--- config.mk ---
export PLATFORM = sky130hd
export DESIGN_NAME = bullet_pool_ctrl
export DESIGN_NICKNAME = d
export VERILOG_FILES = /design/src/rtl/bullet_pkg.sv /design/src/rtl/slot_alloc.sv /design/src/rtl/bullet_pool_ctrl.sv
export SDC_FILE = /design/constraint.sdc
export NUM_CORES = 1
export LEC_CHECK = 0
export CELL_PAD_IN_SITES_DETAIL_PLACEMENT = 1
export CELL_PAD_IN_SITES_GLOBAL_PLACEMENT = 2
export CORE_ASPECT_RATIO = 1.75
export CORE_MARGIN = 8
export CORE_UTILIZATION = 23
export CTS_BUF_LIST = sky130_fd_sc_hd__clkbuf_4 sky130_fd_sc_hd__clkbuf_8 sky130_fd_sc_hd__clkbuf_16
export CTS_CLUSTER_DIAMETER = 30
export DETAILED_ROUTE_END_ITERATION = 8
export PLACE_DENSITY = 0.72
export SLEW_MARGIN = 20
export SYNTH_ARGS = -nofsm -noshare
export SYNTH_HDL_FRONTEND = slang
export SYNTH_SLANG_ARGS = --single-unit
--- constraint.sdc ---
create_clock -name clk_i -period 3.5 [get_ports clk_i]
set_input_delay 0.525 -clock clk_i [delete_from_list [all_inputs] [get_ports clk_i]]
set_output_delay 0.525 -clock clk_i [all_outputs]
set_load 0.01 [all_outputs]
--- src/rtl/bullet_pkg.sv ---
`default_nettype none
// +----------------------------------------------------------------------+
// | Module   : bullet_pkg                                                |
// | Purpose  : Shared types and default constants for the player bullet  |
// |            pool controller and its slot allocator.                   |
// | Contents : trig_state_e         trigger FSM state encoding           |
// |            DEFAULT_PRESS_THRESH ADC level below which button pressed |
// |            DEFAULT_COOLDOWN     default cycles between two fires     |
// | Revision : 1.0  initial release                                      |
// +----------------------------------------------------------------------+
package bullet_pkg;

   typedef enum logic [0:0] {
      StIdle = 1'b0,
      StHeld = 1'b1
   } trig_state_e;

   localparam logic [12:0] DEFAULT_PRESS_THRESH = 13'h0200;
   localparam int          DEFAULT_COOLDOWN     = 8;

endpackage
`default_nettype wire

--- src/rtl/slot_alloc.sv ---
`default_nettype none
// +----------------------------------------------------------------------+
// | Module   : slot_alloc                                                |
// | Purpose  : Combinational priority encoder returning the lowest-index |
// |            free (non-busy) bullet slot.                              |
// | Ports    : busy_i     [N]     slot occupied flags                    |
// |            any_free_o [1]     at least one slot is free              |
// |            idx_o      [IDX_W] lowest free slot (0 when none free)    |
// | Revision : 1.0  initial release                                      |
// +----------------------------------------------------------------------+
module slot_alloc
   import bullet_pkg::*;
#(
   parameter int N     = 4,
   parameter int IDX_W = 2
) (
   input  logic [N-1:0]     busy_i,
   output logic             any_free_o,
   output logic [IDX_W-1:0] idx_o
);

   // Scan from the top down so the last assignment is the lowest free slot.
   always_comb begin
      any_free_o = ~&busy_i;
      idx_o      = '0;
      for (int i = N - 1; i >= 0; i--) begin
         if (!busy_i[i]) begin
            idx_o = IDX_W'(i);
         end
      end
   end

endmodule
`default_nettype wire

--- src/rtl/bullet_pool_ctrl.sv ---
`default_nettype none
// +----------------------------------------------------------------------+
// | Module   : bullet_pool_ctrl                                          |
// | Purpose  : Player bullet-slot manager. Turns the button ADC sample   |
// |            into fire requests (semi- or full-auto), enforces a fire  |
// |            cooldown, spawns into the lowest free slot and retires    |
// |            slots on enemy hit or screen exit.                        |
// | Ports    : clk_i        [1]     system clock                         |
// |            reset_i      [1]     async active-high reset              |
// |            rdata3_i     [ADC_W] button ADC sample                    |
// |            bhit_i       [NB]    per-slot enemy hit pulse             |
// |            bexit_i      [NB]    per-slot bullet left the screen      |
// |            bdisplay_o   [NB]    slot active                          |
// |            fire_o       [1]     one-cycle spawn pulse                |
// |            fire_idx_o   [IDX_W] spawned slot, valid with fire_o      |
// |            active_cnt_o [CNT_W] number of active slots               |
// |            cooldown_o   [1]     cooldown counter non-zero            |
// | Revision : 1.0  initial release                                      |
// +----------------------------------------------------------------------+
module bullet_pool_ctrl
   import bullet_pkg::*;
#(
   parameter int               NUM_BULLETS  = 4,
   parameter int               ADC_W        = 13,
   parameter logic [ADC_W-1:0] PRESS_THRESH = ADC_W'(DEFAULT_PRESS_THRESH),
   parameter int               COOLDOWN_CYC = DEFAULT_COOLDOWN,
   parameter int               AUTO_FIRE    = 0,
   localparam int              IDX_W        = (NUM_BULLETS > 1) ? $clog2(NUM_BULLETS) : 1,
   localparam int              CNT_W        = $clog2(NUM_BULLETS + 1)
) (
   input  logic                   clk_i,
   input  logic                   reset_i,
   input  logic [ADC_W-1:0]       rdata3_i,
   input  logic [NUM_BULLETS-1:0] bhit_i,
   input  logic [NUM_BULLETS-1:0] bexit_i,
   output logic [NUM_BULLETS-1:0] bdisplay_o,
   output logic                   fire_o,
   output logic [IDX_W-1:0]       fire_idx_o,
   output logic [CNT_W-1:0]       active_cnt_o,
   output logic                   cooldown_o
);

   localparam int              CD_W    = (COOLDOWN_CYC > 1) ? $clog2(COOLDOWN_CYC) : 1;
   localparam logic [CD_W-1:0] CD_LOAD = CD_W'(COOLDOWN_CYC - 1);

   trig_state_e            state_q;
   logic [NUM_BULLETS-1:0] bdisplay_q, bdisplay_d;
   logic                   fire_q;
   logic [IDX_W-1:0]       fire_idx_q;
   logic [CD_W-1:0]        cd_q, cd_d;
   logic                   cooldown_q;
   logic [CNT_W-1:0]       active_cnt_q, active_cnt_d;

   logic                   pressed;
   logic                   fire_req;
   logic                   accept;
   logic                   any_free;
   logic [IDX_W-1:0]       free_idx;

   // Free slots come from the registered vector only, so a slot retiring
   // this cycle cannot be reused until the next one.
   slot_alloc #(
      .N     (NUM_BULLETS),
      .IDX_W (IDX_W)
   ) u_slot_alloc (
      .busy_i     (bdisplay_q),
      .any_free_o (any_free),
      .idx_o      (free_idx)
   );

   always_comb begin
      pressed  = (rdata3_i < PRESS_THRESH);
      // Semi-auto only asks on the press edge; a refused shot is lost
      // because the FSM still advances to StHeld.
      fire_req = (AUTO_FIRE != 0) ? pressed : (pressed && (state_q == StIdle));
      accept   = fire_req && (cd_q == '0) && any_free;

      bdisplay_d = bdisplay_q & ~(bhit_i | bexit_i);
      if (accept) begin
         bdisplay_d[free_idx] = 1'b1;
      end

      if (accept) begin
         cd_d = CD_LOAD;
      end else if (cd_q != '0) begin
         cd_d = cd_q - CD_W'(1);
      end else begin
         cd_d = cd_q;
      end

      active_cnt_d = '0;
      for (int i = 0; i < NUM_BULLETS; i++) begin
         active_cnt_d = active_cnt_d + CNT_W'(bdisplay_d[i]);
      end
   end

   always_ff @(posedge clk_i or posedge reset_i) begin
      if (reset_i) begin
         state_q      <= StIdle;
         bdisplay_q   <= '0;
         fire_q       <= 1'b0;
         fire_idx_q   <= '0;
         cd_q         <= '0;
         cooldown_q   <= 1'b0;
         active_cnt_q <= '0;
      end else begin
         case (state_q)
            StIdle:  if (pressed)  state_q <= StHeld;
            StHeld:  if (!pressed) state_q <= StIdle;
            default: state_q <= StIdle;
         endcase
         bdisplay_q   <= bdisplay_d;
         fire_q       <= accept;
         if (accept) begin
            fire_idx_q <= free_idx;
         end
         cd_q         <= cd_d;
         // Mirrors the counter's next value so the flag is aligned with it.
         cooldown_q   <= (cd_d != '0);
         active_cnt_q <= active_cnt_d;
      end
   end

   assign bdisplay_o   = bdisplay_q;
   assign fire_o       = fire_q;
   assign fire_idx_o   = fire_idx_q;
   assign active_cnt_o = active_cnt_q;
   assign cooldown_o   = cooldown_q;

endmodule
`default_nettype wire

==> images/io_fan.png <==
(4 px per um)
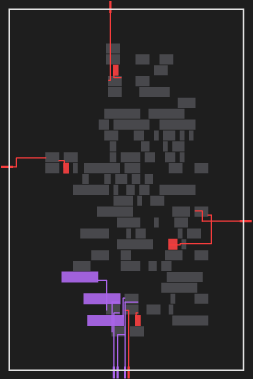
[`active_cnt_o`] purple | bits: 3 | direction: output | edge: bottom | end cells: 3 | buffers: 3 | wire: 69.3 um
[`bhit_i`] red | bits: 4 | direction: input | edge: 1 top, 1 left, 1 right, 1 bottom | end cells: 4 | buffers: 4 | wire: 85.3 um

==> images/sizes.png <==
(4 px per um)
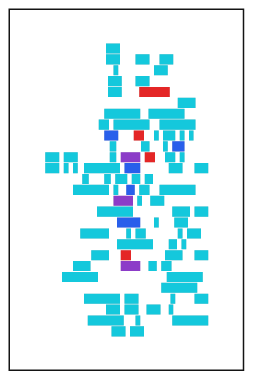
[_2 cells] blue | cells: 5
[_6 and larger] purple | cells: 3 | most used: clkbuf_8
[_3 and _4 cells] red | cells: 4 | most used: buf_4
[_0 and _1 cells] cyan | cells: 79 | most used: clkdlybuf4s50_1
Area Growth Syn to Fin: 49.2%
Design Area, Final: 0.00107 mm^2
Non-clk bufs: 26

==> ci_impl_report.md <==
## Synthesis and layout report

| Metric | Value |
|---|---|
| MUX area fraction | `1.40%` |
| AO/OA Area Share | `11.2%` |
| Area figure in the yosys stat output | `717 um^2` |
| Final Total Pwr | `0.578 mW` |
| Reg2Reg Depth | `10` |
| Hpwl dp | `1480 um` |
| Avg WL per Cell | `12.9 um` |
| Slew headroom | `60.5%` |
| Peak supply drop | `182 uV` |
| Ys flop type | `dfrtp_1` |
| Final-layout clock-cell area share | `4.56%` |
| CTS tree | `built` |
| # Max-Cap Violations | `0` |
| Global-route wire length before repair | `3020 um` |
| Final worst slack | `0.714 ns` |
| Largest combinational cell category by area | `simple AND/OR/NAND/NOR gates` |
| Gr busiest metal | `met2` |
| CP Capture Type | `register` |
| WL met1 | `579 um` |
| Status | `finished, final reports clean` |
| Final hold slack | `0.533 ns` |
| Placement Rows | `27` |
| Net Sw Power | `0.176 mW` |
| Logic pwr share | `35.2%` |
| Ys Warns | `0` |
| Final Hold Vio Count | `0` |
| Worst Hold Endpoint | `cd_q[1]` |
| Vias per cell | `4.29` |
| DRT Pass-1 Iters | `2` |
| GR Util met2 | `14.2%` |
| Final ANT Viol Nets | `0` |
| Hold Buf Count CTS | `0` |
| Die width | `58.2 um` |
| Most numerous logic cells after layout | `clkdlybuf4s50_1, dfrtp_1, inv_1` |
| Slowest stage cell, crit path | `fa_1` |
| Initial DRC count | `25` |
| Commonest Layout Cell | `clkdlybuf4s50_1` |
| Int Pwr | `0.402 mW` |
| Levels on crit path | `10` |
| GR Util met3 | `2.28%` |
| Mapped cell area | `717 um^2` |
| CTS Buffer Depth | `2` |
| Layout cells sized above 1 | `13.2%` |
| Flop share of the area | `35.1%` |
| Critical Path End | `active_cnt_o[1]` |
| Area leader share | `52.4%` |
| IO Count | `34` |
| Crit Path Max Fanout | `8` |
| Final TNS setup | `0 ns` |
==> images/placement.png <==
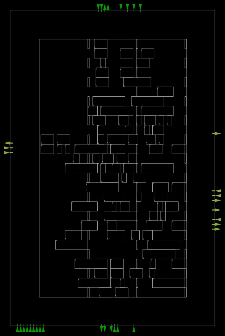
fin util: 34.8%
Filler Cell Count: 337
CORE AREA: 0.00307 mm^2

==> images/cell_density.png <==
(4 px per um) 6 x 9 tiles, from dark blue (low) to red (high), 0 to 100% covered.
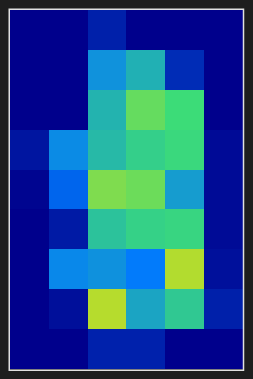
emptiest ninth of the die: top left
mean over tiles: 19%
fullest tile: 66%

Power is estimated from default activity; no workload was simulated.
